### config.mk
export PLATFORM = sky130hd
export DESIGN_NAME = plab3_mem_l2_tdm_arbiter_flat
export DESIGN_NICKNAME = d
export VERILOG_FILES = /design/src/rtl/plab3_mem_l2_tdm_arbiter_if.sv /design/src/rtl/plab3_mem_l2_tdm_arbiter.sv /design/src/flat_wrapper.sv
export SDC_FILE = /design/constraint.sdc
export NUM_CORES = 1
export LEC_CHECK = 0
export ABC_AREA = 1
export CAP_MARGIN = 40
export CORE_AREA = 4 4 319 321
export DETAILED_ROUTE_END_ITERATION = 10
export DIE_AREA = 0 0 323 325
export MAX_ROUTING_LAYER = met4
export PLACE_DENSITY_LB_ADDON = 0.2
export RECOVER_POWER = 25
export SLEW_MARGIN = 15
export SYNTH_ARGS = -nofsm -noshare
export SYNTH_HDL_FRONTEND = slang
export SYNTH_SLANG_ARGS = --single-unit
### constraint.sdc
create_clock -name clk -period 2.5 [get_ports clk]
set_input_delay 0.5 -clock clk [delete_from_list [all_inputs] [get_ports clk]]
set_output_delay 0.5 -clock clk [all_outputs]
set_load 0.02 [all_outputs]
### src/rtl/plab3_mem_l2_tdm_arbiter_if.sv
// Requester-side and L2-bank-side signals of the TDM L2 arbiter.
// The arbiter connects through the master modport; the surrounding system uses the slave modport.
interface plab3_mem_l2_tdm_arbiter_if #(
    parameter int unsigned p_num_reqs   = 2,
    parameter int unsigned p_req_nbits  = 175,
    parameter int unsigned p_resp_nbits = 143
);
    logic [p_num_reqs*p_req_nbits-1:0] in_req_msg;
    logic [p_num_reqs-1:0]             in_req_val;
    logic [p_num_reqs-1:0]             in_req_rdy;
    logic [p_num_reqs-1:0]             in_req_dom;
    logic [p_resp_nbits-1:0]           out_resp_msg;
    logic [p_num_reqs-1:0]             out_resp_val;
    logic [p_num_reqs-1:0]             out_resp_rdy;
    logic [p_req_nbits-1:0]            cachereq_msg;
    logic                              cachereq_val;
    logic                              cachereq_rdy;
    logic [p_resp_nbits-1:0]           cacheresp_msg;
    logic                              cacheresp_val;
    logic                              cacheresp_rdy;
    logic                              sd;
    logic                              epoch_dom;
    logic                              overrun;

    modport master (
        input  in_req_msg, in_req_val, in_req_dom, out_resp_rdy,
        input  cachereq_rdy, cacheresp_msg, cacheresp_val,
        output in_req_rdy, out_resp_msg, out_resp_val,
        output cachereq_msg, cachereq_val, cacheresp_rdy,
        output sd, epoch_dom, overrun
    );

    modport slave (
        output in_req_msg, in_req_val, in_req_dom, out_resp_rdy,
        output cachereq_rdy, cacheresp_msg, cacheresp_val,
        input  in_req_rdy, out_resp_msg, out_resp_val,
        input  cachereq_msg, cachereq_val, cacheresp_rdy,
        input  sd, epoch_dom, overrun
    );
endinterface

### src/rtl/plab3_mem_l2_tdm_arbiter.sv
// Time-division L2 bank arbiter: alternating per-domain epochs, one transaction in flight.
// Define PLAB3_MEM_L2_TDM_ARBITER_OPAQUE_STAMP_EN to stamp the requester id into the opaque field.
module plab3_mem_l2_tdm_arbiter #(
    parameter int unsigned p_num_reqs          = 2,
    parameter int unsigned p_opaque_nbits      = 8,
    parameter int unsigned p_net_srcdest_nbits = 2,
    parameter int unsigned p_req_nbits         = 175,
    parameter int unsigned p_resp_nbits        = 143,
    parameter int unsigned p_epoch_len         = 64,
    parameter int unsigned p_dead_len          = 16
) (
    input  logic                         clk,
    input  logic                         reset,
    plab3_mem_l2_tdm_arbiter_if.master   bus
);

    localparam int unsigned SelW    = (p_num_reqs > 1) ? $clog2(p_num_reqs) : 1;
    localparam int unsigned EpochW  = (p_epoch_len > 1) ? $clog2(p_epoch_len) : 1;
    localparam int unsigned OpenLen = p_epoch_len - p_dead_len;
    // Request layout is {type(3), opaque, addr, len, data}.
    localparam int unsigned OpaqueLsb = p_req_nbits - 3 - p_opaque_nbits;
    localparam int unsigned OpaqueMsb = OpaqueLsb + p_opaque_nbits - 1;
    localparam logic [EpochW-1:0] EpochLast = EpochW'(p_epoch_len - 1);

`ifdef PLAB3_MEM_L2_TDM_ARBITER_OPAQUE_STAMP_EN
    localparam bit StampEn = 1'b1;
`else
    localparam bit StampEn = 1'b0;
`endif

    typedef enum logic [1:0] {StIdle, StSend, StWaitResp} state_e;

    state_e              state_q, state_d;
    logic [EpochW-1:0]   epoch_cnt_q, epoch_cnt_d;
    logic                epoch_dom_q, epoch_dom_d;
    logic                sd_tx_q, sd_tx_d;
    logic [SelW-1:0]     rr_ptr_q, rr_ptr_d;
    logic [SelW-1:0]     sel_q, sel_d;
    logic                overrun_q, overrun_d;

    logic                epoch_wrap;
    logic                window_open;
    logic [p_num_reqs-1:0] elig;
    logic                found_hi, found_any;
    logic [SelW-1:0]     idx_hi, idx_any, grant_idx;
    logic                req_val_sel, resp_rdy_sel;
    logic [p_req_nbits-1:0] req_msg_sel, req_msg_fwd;

    logic [p_num_reqs-1:0]   in_req_rdy;
    logic [p_num_reqs-1:0]   out_resp_val;
    logic [p_resp_nbits-1:0] out_resp_msg;
    logic [p_req_nbits-1:0]  cachereq_msg;
    logic                    cachereq_val;
    logic                    cacheresp_rdy;

    // Epoch timing runs regardless of traffic so grant slots never depend on the other domain.
    always_comb begin
        epoch_wrap  = (epoch_cnt_q == EpochLast);
        epoch_cnt_d = epoch_wrap ? '0 : epoch_cnt_q + 1'b1;
        epoch_dom_d = epoch_dom_q ^ epoch_wrap;
        window_open = (32'(epoch_cnt_q) < OpenLen);
        elig        = bus.in_req_val & ~(bus.in_req_dom ^ {p_num_reqs{epoch_dom_q}});
    end

    // Round-robin pick: first eligible at or after rr_ptr, else first eligible overall.
    always_comb begin
        found_hi  = 1'b0;
        found_any = 1'b0;
        idx_hi    = '0;
        idx_any   = '0;
        for (int i = 0; i < p_num_reqs; i++) begin
            if (elig[i] && !found_any) begin
                found_any = 1'b1;
                idx_any   = SelW'(i);
            end
            if (elig[i] && !found_hi && (i >= int'(rr_ptr_q))) begin
                found_hi = 1'b1;
                idx_hi   = SelW'(i);
            end
        end
        grant_idx = found_hi ? idx_hi : idx_any;
    end

    always_comb begin
        req_val_sel  = 1'b0;
        resp_rdy_sel = 1'b0;
        req_msg_sel  = '0;
        for (int i = 0; i < p_num_reqs; i++) begin
            if (sel_q == SelW'(i)) begin
                req_val_sel  = bus.in_req_val[i];
                resp_rdy_sel = bus.out_resp_rdy[i];
                req_msg_sel  = bus.in_req_msg[i*p_req_nbits +: p_req_nbits];
            end
        end
        req_msg_fwd = req_msg_sel;
        if (StampEn) begin
            req_msg_fwd[OpaqueMsb -: p_net_srcdest_nbits] = p_net_srcdest_nbits'(sel_q);
        end
    end

    always_comb begin
        state_d  = state_q;
        sel_d    = sel_q;
        sd_tx_d  = sd_tx_q;
        rr_ptr_d = rr_ptr_q;
        unique case (state_q)
            StIdle: begin
                // Registered epoch values: a wrap in this cycle does not affect the decision.
                if (window_open && found_any) begin
                    sel_d   = grant_idx;
                    sd_tx_d = epoch_dom_q;
                    state_d = StSend;
                end
            end
            StSend: begin
                if (!req_val_sel) begin
                    state_d = StIdle;
                end else if (bus.cachereq_rdy) begin
                    state_d = StWaitResp;
                end
            end
            StWaitResp: begin
                if (bus.cacheresp_val && resp_rdy_sel) begin
                    rr_ptr_d = (sel_q == SelW'(p_num_reqs - 1)) ? '0 : sel_q + 1'b1;
                    state_d  = StIdle;
                end
            end
            default: state_d = StIdle;
        endcase
        overrun_d = epoch_wrap && (state_d != StIdle);
    end

    always_comb begin
        in_req_rdy    = '0;
        out_resp_val  = '0;
        out_resp_msg  = '0;
        cachereq_msg  = '0;
        cachereq_val  = 1'b0;
        cacheresp_rdy = 1'b0;
        for (int i = 0; i < p_num_reqs; i++) begin
            if (sel_q == SelW'(i)) begin
                in_req_rdy[i]   = (state_q == StSend) && bus.cachereq_rdy;
                out_resp_val[i] = (state_q == StWaitResp) && bus.cacheresp_val;
            end
        end
        if (state_q == StSend) begin
            cachereq_msg = req_msg_fwd;
            cachereq_val = req_val_sel;
        end
        if (state_q == StWaitResp) begin
            out_resp_msg  = bus.cacheresp_msg;
            cacheresp_rdy = resp_rdy_sel;
        end
    end

    always_ff @(posedge clk or posedge reset) begin
        if (reset) begin
            state_q     <= StIdle;
            epoch_cnt_q <= '0;
            epoch_dom_q <= 1'b0;
            sd_tx_q     <= 1'b0;
            rr_ptr_q    <= '0;
            sel_q       <= '0;
            overrun_q   <= 1'b0;
        end else begin
            state_q     <= state_d;
            epoch_cnt_q <= epoch_cnt_d;
            epoch_dom_q <= epoch_dom_d;
            sd_tx_q     <= sd_tx_d;
            rr_ptr_q    <= rr_ptr_d;
            sel_q       <= sel_d;
            overrun_q   <= overrun_d;
        end
    end

    assign bus.in_req_rdy    = in_req_rdy;
    assign bus.out_resp_val  = out_resp_val;
    assign bus.out_resp_msg  = out_resp_msg;
    assign bus.cachereq_msg  = cachereq_msg;
    assign bus.cachereq_val  = cachereq_val;
    assign bus.cacheresp_rdy = cacheresp_rdy;
    // An in-flight transaction keeps its own domain on the bank's sd input.
    assign bus.sd            = (state_q == StIdle) ? epoch_dom_q : sd_tx_q;
    assign bus.epoch_dom     = epoch_dom_q;
    assign bus.overrun       = overrun_q;

endmodule

### src/flat_wrapper.sv
// flat-port wrapper written by rule: the top's interface ports become plain ports
module plab3_mem_l2_tdm_arbiter_flat 
#(
    parameter int unsigned p_num_reqs          = 2,
    parameter int unsigned p_opaque_nbits      = 8,
    parameter int unsigned p_net_srcdest_nbits = 2,
    parameter int unsigned p_req_nbits         = 175,
    parameter int unsigned p_resp_nbits        = 143,
    parameter int unsigned p_epoch_len         = 64,
    parameter int unsigned p_dead_len          = 16
)
  (clk, reset, bus_in_req_msg, bus_in_req_val, bus_in_req_dom, bus_out_resp_rdy, bus_cachereq_rdy, bus_cacheresp_msg, bus_cacheresp_val, bus_in_req_rdy, bus_out_resp_msg, bus_out_resp_val, bus_cachereq_msg, bus_cachereq_val, bus_cacheresp_rdy, bus_sd, bus_epoch_dom, bus_overrun);
  plab3_mem_l2_tdm_arbiter_if #(.p_num_reqs(p_num_reqs), .p_req_nbits(p_req_nbits), .p_resp_nbits(p_resp_nbits)) bus_i ();
  input  logic clk;
  input  logic reset;
  input wire logic [$bits(bus_i.in_req_msg)-1:0] bus_in_req_msg;
  input wire logic [$bits(bus_i.in_req_val)-1:0] bus_in_req_val;
  input wire logic [$bits(bus_i.in_req_dom)-1:0] bus_in_req_dom;
  input wire logic [$bits(bus_i.out_resp_rdy)-1:0] bus_out_resp_rdy;
  input wire logic [$bits(bus_i.cachereq_rdy)-1:0] bus_cachereq_rdy;
  input wire logic [$bits(bus_i.cacheresp_msg)-1:0] bus_cacheresp_msg;
  input wire logic [$bits(bus_i.cacheresp_val)-1:0] bus_cacheresp_val;
  output wire logic [$bits(bus_i.in_req_rdy)-1:0] bus_in_req_rdy;
  output wire logic [$bits(bus_i.out_resp_msg)-1:0] bus_out_resp_msg;
  output wire logic [$bits(bus_i.out_resp_val)-1:0] bus_out_resp_val;
  output wire logic [$bits(bus_i.cachereq_msg)-1:0] bus_cachereq_msg;
  output wire logic [$bits(bus_i.cachereq_val)-1:0] bus_cachereq_val;
  output wire logic [$bits(bus_i.cacheresp_rdy)-1:0] bus_cacheresp_rdy;
  output wire logic [$bits(bus_i.sd)-1:0] bus_sd;
  output wire logic [$bits(bus_i.epoch_dom)-1:0] bus_epoch_dom;
  output wire logic [$bits(bus_i.overrun)-1:0] bus_overrun;
  assign bus_i.in_req_msg = bus_in_req_msg;
  assign bus_i.in_req_val = bus_in_req_val;
  assign bus_i.in_req_dom = bus_in_req_dom;
  assign bus_i.out_resp_rdy = bus_out_resp_rdy;
  assign bus_i.cachereq_rdy = bus_cachereq_rdy;
  assign bus_i.cacheresp_msg = bus_cacheresp_msg;
  assign bus_i.cacheresp_val = bus_cacheresp_val;
  assign bus_in_req_rdy = bus_i.in_req_rdy;
  assign bus_out_resp_msg = bus_i.out_resp_msg;
  assign bus_out_resp_val = bus_i.out_resp_val;
  assign bus_cachereq_msg = bus_i.cachereq_msg;
  assign bus_cachereq_val = bus_i.cachereq_val;
  assign bus_cacheresp_rdy = bus_i.cacheresp_rdy;
  assign bus_sd = bus_i.sd;
  assign bus_epoch_dom = bus_i.epoch_dom;
  assign bus_overrun = bus_i.overrun;
  plab3_mem_l2_tdm_arbiter #(.p_num_reqs(p_num_reqs), .p_opaque_nbits(p_opaque_nbits), .p_net_srcdest_nbits(p_net_srcdest_nbits), .p_req_nbits(p_req_nbits), .p_resp_nbits(p_resp_nbits), .p_epoch_len(p_epoch_len), .p_dead_len(p_dead_len)) u_core (.clk(clk), .reset(reset), .bus(bus_i));
endmodule
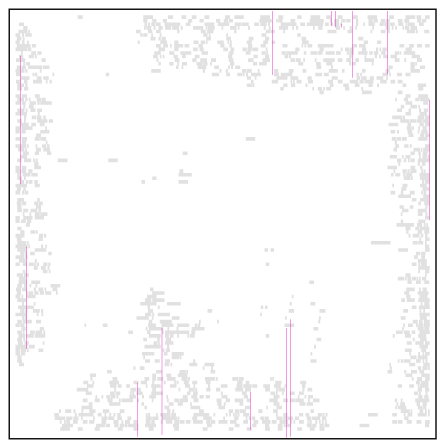
Figure 1: run 1, met4 routing.
Cells faint in the background.
- longest straight run: 97.2 um
- wire length on this layer: 761 um

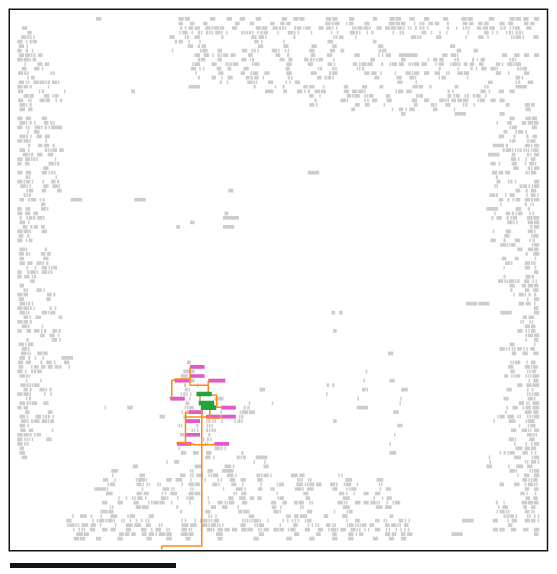
Figure 2: run 1, clock distribution.
The bar under the picture is 100 um long.
- magenta: flip-flops (count 13)
- green: cells driving clock nets (count 3)
- orange: clock wires (length 270 um)
- routed clock nets: 4

==> job_summary.md, run 1 <==
## PnR job results

| Metric | Value |
|---|---|
| Status | completed |
| Top Layout Cells | 541 x clkdlybuf4s50_1, 372 x nand2_1, 204 x dlygate4sd2_1 |
| Top Consumer | combinational logic |
| Clock net power | about 0.30 mW |
| Tap Count | roughly 1300 |
| Non-Clock Inverter Count | 162 |
| Net Count, Synth | roughly 1500 |
| CP Launch Type | input port |
| # H-tree levels | 1 |
| Seq cells post-synth | 13 |
| DR WL met2 | 24700 um |
| Basic Gates by Area | 0.471 |
| Final period utilization | 0.993 |
| Adder Area Share | 0.00286 |
| Final Hold Fails | 0 |
| Met1 Use GR | 0.0837 |
| Final instance area | 0.0146 sq mm |
| Net Sw Frac | 0.550 |
| Signal buffers | 890 |
| Vias in the first global route | 9380 |
| Final WS setup | 0.0182 ns |
| Max reg flops | 6 |
| Signal buffers share of area | 0.607 |
| CP Data Required Time | ~2 ns |
| Top reg by flops | u_core.epoch_cnt_q |
| Nets | 2300 |
| Biggest area cells | nand2_1 32%, a21oi_1 19%, inv_1 14% |
| Area grow syn2layout | 235% |
| Area after DPL | ~0.015 sq mm |
| Async set-reset flop share out of synthesis | 1.00 |
| Setup Total Neg Slack | 0 ns |
| DRC Markers | 0 |
| Max-cap viol count | 0 |
| Pint | ~3.3 mW |
| Power per standard cell area | 497 mW/mm^2 |
| Clk pwr share | 0.041 |
| Logic share of the area | 0.210 |
| Global Route met2 Usage | 0.159 |
| Biggest regs | u_core.epoch_cnt_q x6, u_core.state_q x2 |
| Clkbuf count | 4 |
| Design Power | around 7.3 mW |
| Slew HR | 0.652 |
| Finished Layout Cells | 3099 |
| Worst path bufs/invs | 3 |
| Area leader share | 0.320 |
| Post-Synthesis Cell Area | 0.00437 sq mm |
| Placed insts | ~3000 |
| Initial DRC Count | ~380 |
| Slew @ Worst Pin | 0.521 ns |
| Multi-In Gates | 726 |
| Multiplexer share | 0 |
| Slowest CP cell | clkdlybuf4s50_1 |
| Syn avg cell area | 4.49 sq um |
| Pins Over Slew Limit | 0 |
| Critical Path AT | between 1.5 and 2 ns |
| Clock buf/inv share | 0.00539 |
| Clk_skew | 0.00249 ns |
| Wirelength, routed | 46400 um |
| P_seq | approximately 0.28 mW |
| Crit-path cells | clkdlybuf4s50_1 -> inv_1 -> nor2_1 -> clkdlybuf4s50_1 |
| Crit. End Element | output pin |
| Height of the die | 325 um |
| Number of fill cells | 11569 |
| Dominant cell type by area after synthesis | nand2_1 |
| Yosys Instances | 974 |
| Routed wl met3 | 3400 um |
| Worst path most repeated cell | clkdlybuf4s50_1 |
| Top non-seq family | simple AND/OR/NAND/NOR gates |
| Final Wtd Congestion | 0.844 |
| Pre-CTS setup slack | -0.235 ns |
| Post-CTS setup buffer count | 1 |
| Cell variety after synth | 22 |
| Late-Pin Clk Latency | 0.24 ns |
| CTS clk-pin slew, worst paths | 0.04 ns |
| Post-Route M1 WL | 17500 um |
| Routed Antenna Nets | 0 |
| Max rail drop VDD | 0.214 mV |
| Max incr delay on CP | around 0.7 ns |
| Bufs on Longest Clock Path | 2 |
| Largest cell class | buffers |
| Most numerous cell in the Yosys netlist | nand2_1 |
| FF/Latch Area | 329 sq um |
| Post-synth EDFFs | 0 |
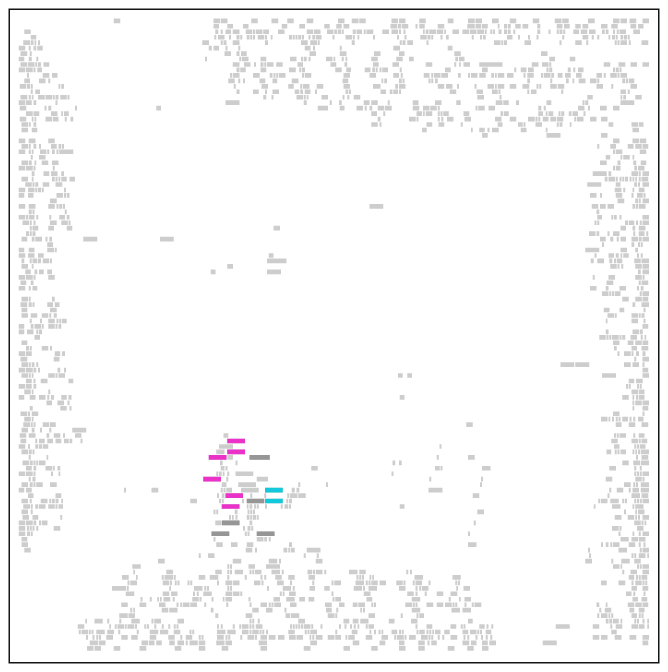
Figure 3: run 1, sequential cells grouped by signal name.
Other sequential cells in the stronger gray, the rest of the logic in the fainter gray.
- cyan: `u_core.state_q` (flops 2)
- magenta: `u_core.epoch_cnt_q` (flops 6)
- not colored: 5
sequential share of cell area: 0.0225
fin util: 0.147

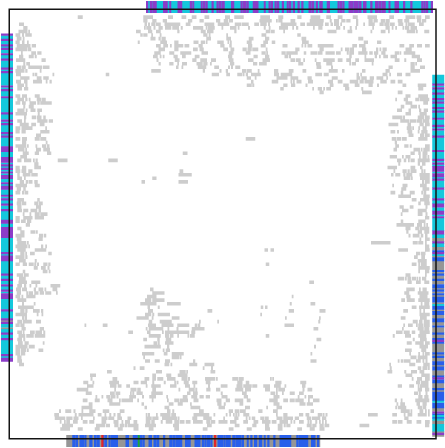
Figure 4: run 1, pin placement.
Pins as bars across the die edge, other pins in gray.
- red: `bus_out_resp_rdy` (pins 2; direction input; edge south)
- cyan: `bus_in_req_msg` (pins 350; direction input; edge 157 north, 120 west, 73 east)
- blue: `bus_out_resp_msg` (pins 143; direction output; edge 100 south, 43 east)
- green: `reset` (pins 1; direction input; edge south)
- purple: `bus_cachereq_msg` (pins 175; direction output; edge 79 north, 61 west, 35 east)

==> run 2: changes to the inputs <==
--- a/config.mk
+++ b/config.mk
@@ -6,7 +6,6 @@
 export NUM_CORES = 1
 export LEC_CHECK = 0
 export ABC_AREA = 1
-export CAP_MARGIN = 40
 export CORE_AREA = 4 4 319 321
 export DETAILED_ROUTE_END_ITERATION = 10
 export DIE_AREA = 0 0 323 325
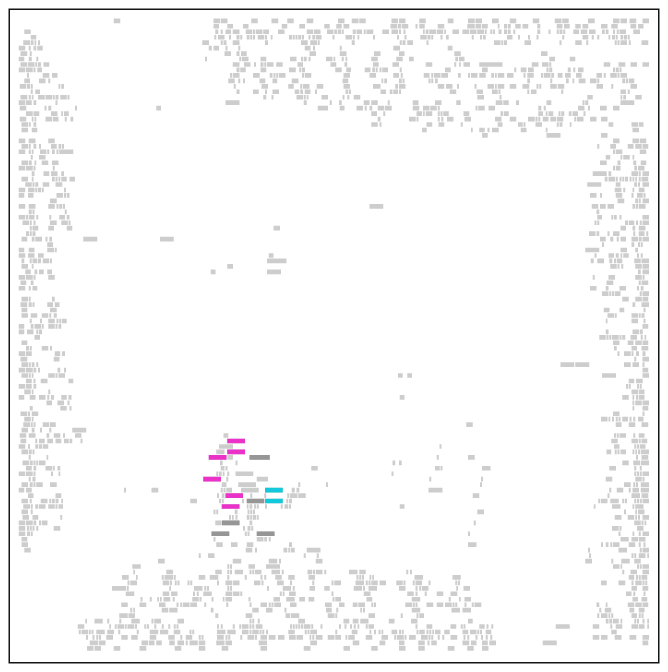
Figure 5: run 2, sequential cells grouped by signal name.
Other sequential cells in the stronger gray, the rest of the logic in the fainter gray.
- magenta: `u_core.epoch_cnt_q` (flops 6)
- cyan: `u_core.state_q` (flops 2)

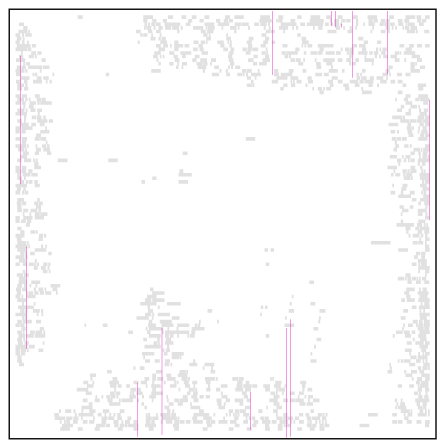
Figure 6: run 2, met4 routing.
Cells faint in the background.
- wire length on this layer: 761 um
- longest straight run: 97.2 um
- nets with wire on the layer: 14
- share of all routed wire: 1.6%
wirelength, routed: 46400 um
via count: 9052

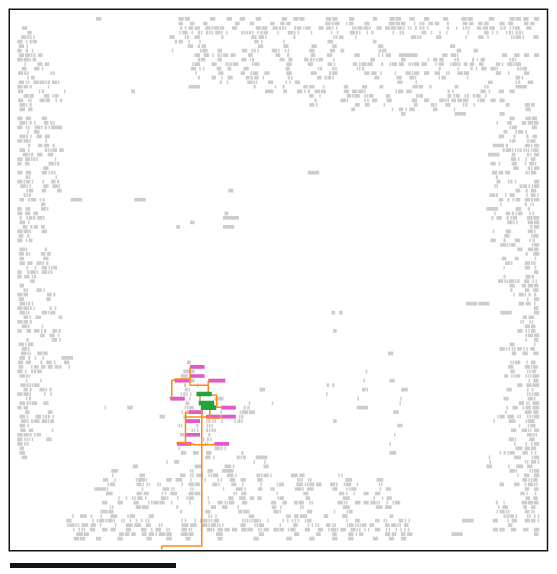
Figure 7: run 2, clock distribution.
The bar under the picture is 100 um long.
- magenta: flip-flops (count 13)
- orange: clock wires (length 270 um)
- green: cells driving clock nets (count 3)
- routed clock nets: 4
Late-Pin Clk Latency: 0.24 ns
Clock net power: 0.297 mW
clk_skew: 0.00249 ns
Clk pwr share: 0.041

==> run 2 against run 1 <==
- area after synthesis unchanged
- via count did not move
- sequential power about the same
- sequential share of layout area did not move
- count of clock-buffer cells in the layout did not move
- non-clock buffer count is the same
- critical endpoint unchanged
- critical path depth unchanged
- die size stayed put
==> job_summary.md, run 2 <==
## PnR job results

| Metric | Value |
|---|---|
| Status | completed |
| Adder Area Share | 0.00286 |
| Global Route met2 Usage | 0.159 |
| Flop pwr share | 0.039 |
| Post-CTS setup buffer count | 1 |
| Final period utilization | 0.993 |
| Worst path most repeated cell | clkdlybuf4s50_1 |
| Power per standard cell area | just under 500 mW/mm^2 |
| P_seq | 0.282 mW |
| Placed insts | slightly above 3000 |
| Seq cells post-synth | 13 |
| Post-synth EDFFs | 0 |
| Syn avg cell area | around 4.5 sq um |
| Height of the die | 325 um |
| Clkbuf count | 4 |
| Clock buf/inv share | 0.00539 |
| Critical Path AT | 1.98 ns |
| Yosys Instances | about 1000 |
| Crit-path cells | clkdlybuf4s50_1 -> inv_1 -> nor2_1 -> clkdlybuf4s50_1 |
| # H-tree levels | 1 |
| Bufs on Longest Clock Path | 2 |
| Design Power | 7.26 mW |
| Net Count, Synth | 1478 |
| Slew HR | 0.652 |
| Pre-CTS setup slack | -0.235 ns |
| Nets | 2300 |
| CTS clk-pin slew, worst paths | 0.04 ns |
| Basic Gates by Area | 0.471 |
| Top Consumer | combinational logic |
| Crit. End Element | output pin |
| Tap Count | 1298 |
| Max rail drop VDD | 0.214 mV |
| Slew @ Worst Pin | 0.521 ns |
| FF/Latch Area | 329 sq um |
| Net Sw Frac | 0.550 |
| Post-Synthesis Cell Area | 0.00437 sq mm |
| Most numerous cell in the Yosys netlist | nand2_1 |
| Final instance area | 0.0146 sq mm |
| Post-Route M1 WL | 17500 um |
| Sequential share of cell area | 0.0225 |
| Biggest area cells | nand2_1 32%, a21oi_1 19%, inv_1 14% |
| Max incr delay on CP | between 0.6 and 0.7 ns |
| Biggest regs | u_core.epoch_cnt_q x6, u_core.state_q x2 |
| CP Launch Type | input port |
| Multiplexer share | 0 |
| Routed wl met3 | 3400 um |
| Vias in the first global route | 9380 |
| Logic share of the area | 0.210 |
| Signal buffers | slightly below 900 |
| Top Layout Cells | 541 x clkdlybuf4s50_1, 372 x nand2_1, 204 x dlygate4sd2_1 |
| Async set-reset flop share out of synthesis | 1.00 |
| Final Wtd Congestion | between 0.8 and 0.9 |
| Area after DPL | 0.0146 sq mm |
| Signal buffers share of area | 0.607 |
| Number of fill cells | between 10000 and 15000 |
| Largest cell class | buffers |
| Top reg by flops | u_core.epoch_cnt_q |
| Finished Layout Cells | 3099 |
| Dominant cell type by area after synthesis | nand2_1 |
| Slowest CP cell | clkdlybuf4s50_1 |
| Met1 Use GR | 0.0837 |
| Setup Total Neg Slack | 0 ns |
| Pint | 3.27 mW |
| Non-Clock Inverter Count | between 150 and 200 |
| Multi-In Gates | between 700 and 800 |
| Pins Over Slew Limit | 0 |
| Final Hold Fails | 0 |
==> run 3: changes to the inputs <==
--- a/config.mk
+++ b/config.mk
@@ -9,6 +9,7 @@
 export CORE_AREA = 4 4 319 321
 export DETAILED_ROUTE_END_ITERATION = 10
 export DIE_AREA = 0 0 323 325
+export HOLD_SLACK_MARGIN = 0.02
 export MAX_ROUTING_LAYER = met4
 export PLACE_DENSITY_LB_ADDON = 0.2
 export RECOVER_POWER = 25
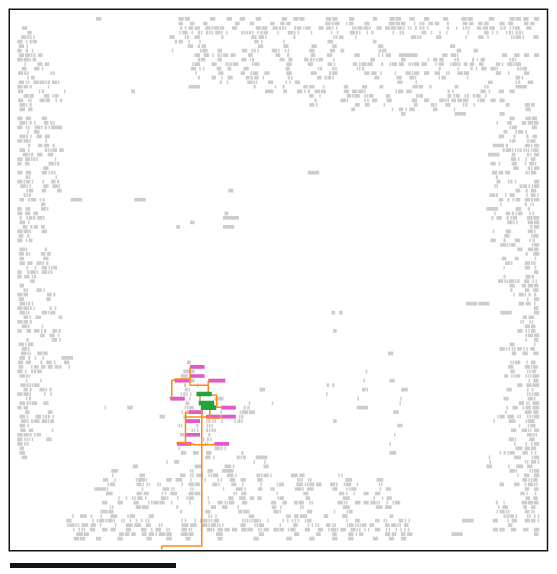
Figure 8: run 3, clock distribution.
The bar under the picture is 100 um long.
- green: cells driving clock nets (count 3)
- magenta: flip-flops (count 13)
- orange: clock wires (length 270 um)
- routed clock nets: 4

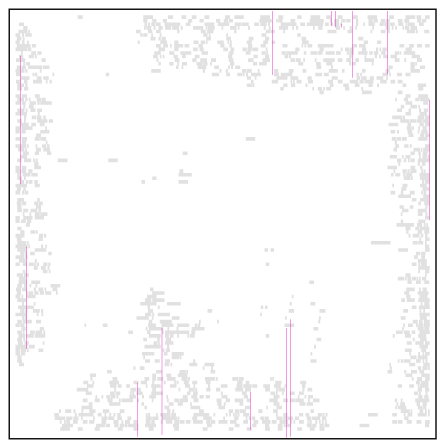
Figure 9: run 3, met4 routing.
Cells faint in the background.
- main direction: vertical
- longest straight run: 97.2 um
- wire length on this layer: 761 um
- nets with wire on the layer: 14

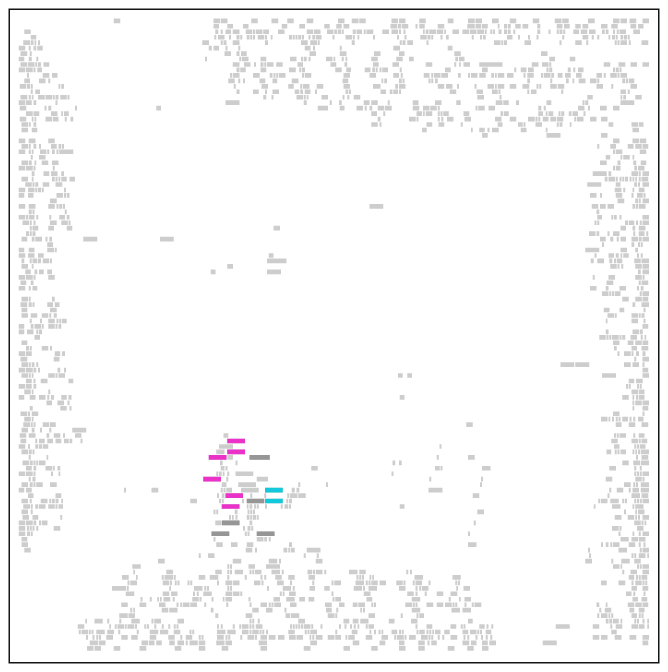
Figure 10: run 3, sequential cells grouped by signal name.
Other sequential cells in the stronger gray, the rest of the logic in the fainter gray.
- cyan: `u_core.state_q` (flops 2)
- magenta: `u_core.epoch_cnt_q` (flops 6)

==> run 3 against run 2 <==
- cell area did not move
- critical endpoint unchanged
- highest routed layer unchanged
- sequential cell count stayed put
- utilization unchanged
- wire length unchanged
- clock skew unchanged
- fmax is the same
==> job_summary.md, run 3 <==
## PnR job results

| Metric | Value |
|---|---|
| Worst path most repeated cell | clkdlybuf4s50_1 |
| Post-Synthesis Cell Area | 0.00437 sq mm |
| Slew HR | 0.652 |
| Height of the die | 325 um |
| Routed Antenna Nets | 0 |
| Vias in the first global route | 9380 |
| Setup Total Neg Slack | 0 ns |
| Fmax | slightly above 400 MHz |
| Max rail drop VDD | 0.214 mV |
| Critical Path AT | 1.98 ns |
| Post-synth EDFFs | 0 |
| Signal buffers share of area | 0.607 |
| Basic Gates by Area | 0.471 |
| CTS clk-pin slew, worst paths | 0.04 ns |
| M3 GR Usage | 0.0182 |
| Critical path class | in -> out |
| Final Hold Fails | 0 |
| Clk_skew | 0.00249 ns |
| CP Launch Type | input port |
| Biggest regs | u_core.epoch_cnt_q x6, u_core.state_q x2 |
| Tap Count | ~1300 |
| Global Route met2 Usage | 0.159 |
| Yosys Instances | 974 |
| Root Driver | clkbuf_16 |
| Async set-reset flop share out of synthesis | 1.00 |
| DR vias/cell | approximately 3 |
| Power per standard cell area | slightly below 500 mW/mm^2 |
| Hold path start | u_core.epoch_cnt_q[0] |
| First-pass GRT wire length | 62100 um |
| # H-tree levels | 1 |
| Resized cells post-CTS | 241 |
| Max reg flops | 6 |
| Final WS setup | 0.0182 ns |
| Pint | between 3 and 4 mW |
| Antenna cells | 6 |
| Reg2reg start | u_core.sel_q |
| OpenROAD warnings | 27 |
| Worst path bufs/invs | 3 |
| Late-Pin Clk Latency | around 0.24 ns |
| Number of fill cells | around 12000 |
| Final period utilization | 0.993 |
| Clock buf/inv share | 0.00539 |
| Area after DPL | between 0.01 and 0.015 sq mm |
| Most numerous cell in the Yosys netlist | nand2_1 |
| Seq cells post-synth | 13 |
| Net Count, Synth | roughly 1500 |
| DRC Markers | 0 |
| CP Data Required Time | 2.00 ns |
| Slowest CP cell | clkdlybuf4s50_1 |
| Placed insts | 3086 |
| Design Power | 7.26 mW |
| Comb area | ~0.0031 sq mm |
| Adder Area Share | 0.00286 |
| R2R depth | 7 |
| Flop pwr share | 0.039 |
| Final instance area | 0.0146 sq mm |
| Signal buffers | 890 |
| Dominant cell type by area after synthesis | nand2_1 |
| Routed wl met3 | 3400 um |
| Sequential share of cell area | 0.0225 |
| Slew @ Worst Pin | 0.521 ns |
| Top non-seq family | simple AND/OR/NAND/NOR gates |
| CTS buffer count | 3 |
| Top Layout Cells | 541 x clkdlybuf4s50_1, 372 x nand2_1, 204 x dlygate4sd2_1 |
| GRT Total Usage | 0.0816 |
| Final Wtd Congestion | 0.844 |
| Status | completed |
| Area leader share | 0.320 |
| Cell variety after synth | 22 |
| Total gr overflow | 0 |
| Die X | 323 um |
| Area grow syn2layout | 235% |
| Ys flop type | dfrtp_1 |
| Nets | 2300 |
| RR Endpoint | u_core.rr_ptr_q |
| Multi-In Gates | 726 |
| Net Sw Frac | 0.550 |
| Max-cap viol count | 0 |
| Non-Clock Inverter Count | around 160 |
| Post-synth area from yosys stat | 0.00437 sq mm |
| Multiplexer share | 0 |
| Max incr delay on CP | ~0.68 ns |
| Pins Over Slew Limit | 0 |
| Final setup vio count | 0 |
| Met1 Use GR | 0.0837 |
| Via count | 9052 |
| Wirelength, routed | 46400 um |
| Largest cell class | buffers |
| FF/Latch Area | 329 sq um |
| Combinational Power | 6.68 mW |
| Fin util | 0.147 |
| Pre-CTS setup slack | -0.235 ns |
| Syn avg cell area | 4.49 sq um |
| P_seq | about 0.28 mW |
| Seq cells | 13 |
| Crit-path cells | clkdlybuf4s50_1 -> inv_1 -> nor2_1 -> clkdlybuf4s50_1 |
| Post-CTS setup buffer count | 1 |
| CTS Hold Bufs | 0 |
| Drt pass-1 iters | 7 |
| Clock net power | 0.297 mW |
| Worst Hold Class | reg -> reg |
| Crit. End Element | output pin |
| Clkbuf count | 4 |
| Post-Route M1 WL | between 15000 and 20000 um |
| DR WL met2 | 24700 um |
| Bufs on Longest Clock Path | 2 |
| Clock sinks | 13 |
| Biggest area cells | nand2_1 32%, a21oi_1 19%, inv_1 14% |
| Top Consumer | combinational logic |
| Finished Layout Cells | 3099 |
| CTS tree | built |
| Clk pwr share | 0.041 |
| Initial DRC Count | 379 |
| Initial antenna violation count | 7 |
| Logic share of the area | 0.210 |
| Top reg by flops | u_core.epoch_cnt_q |
No activity file was given, so power comes from the tool's default toggle rates.
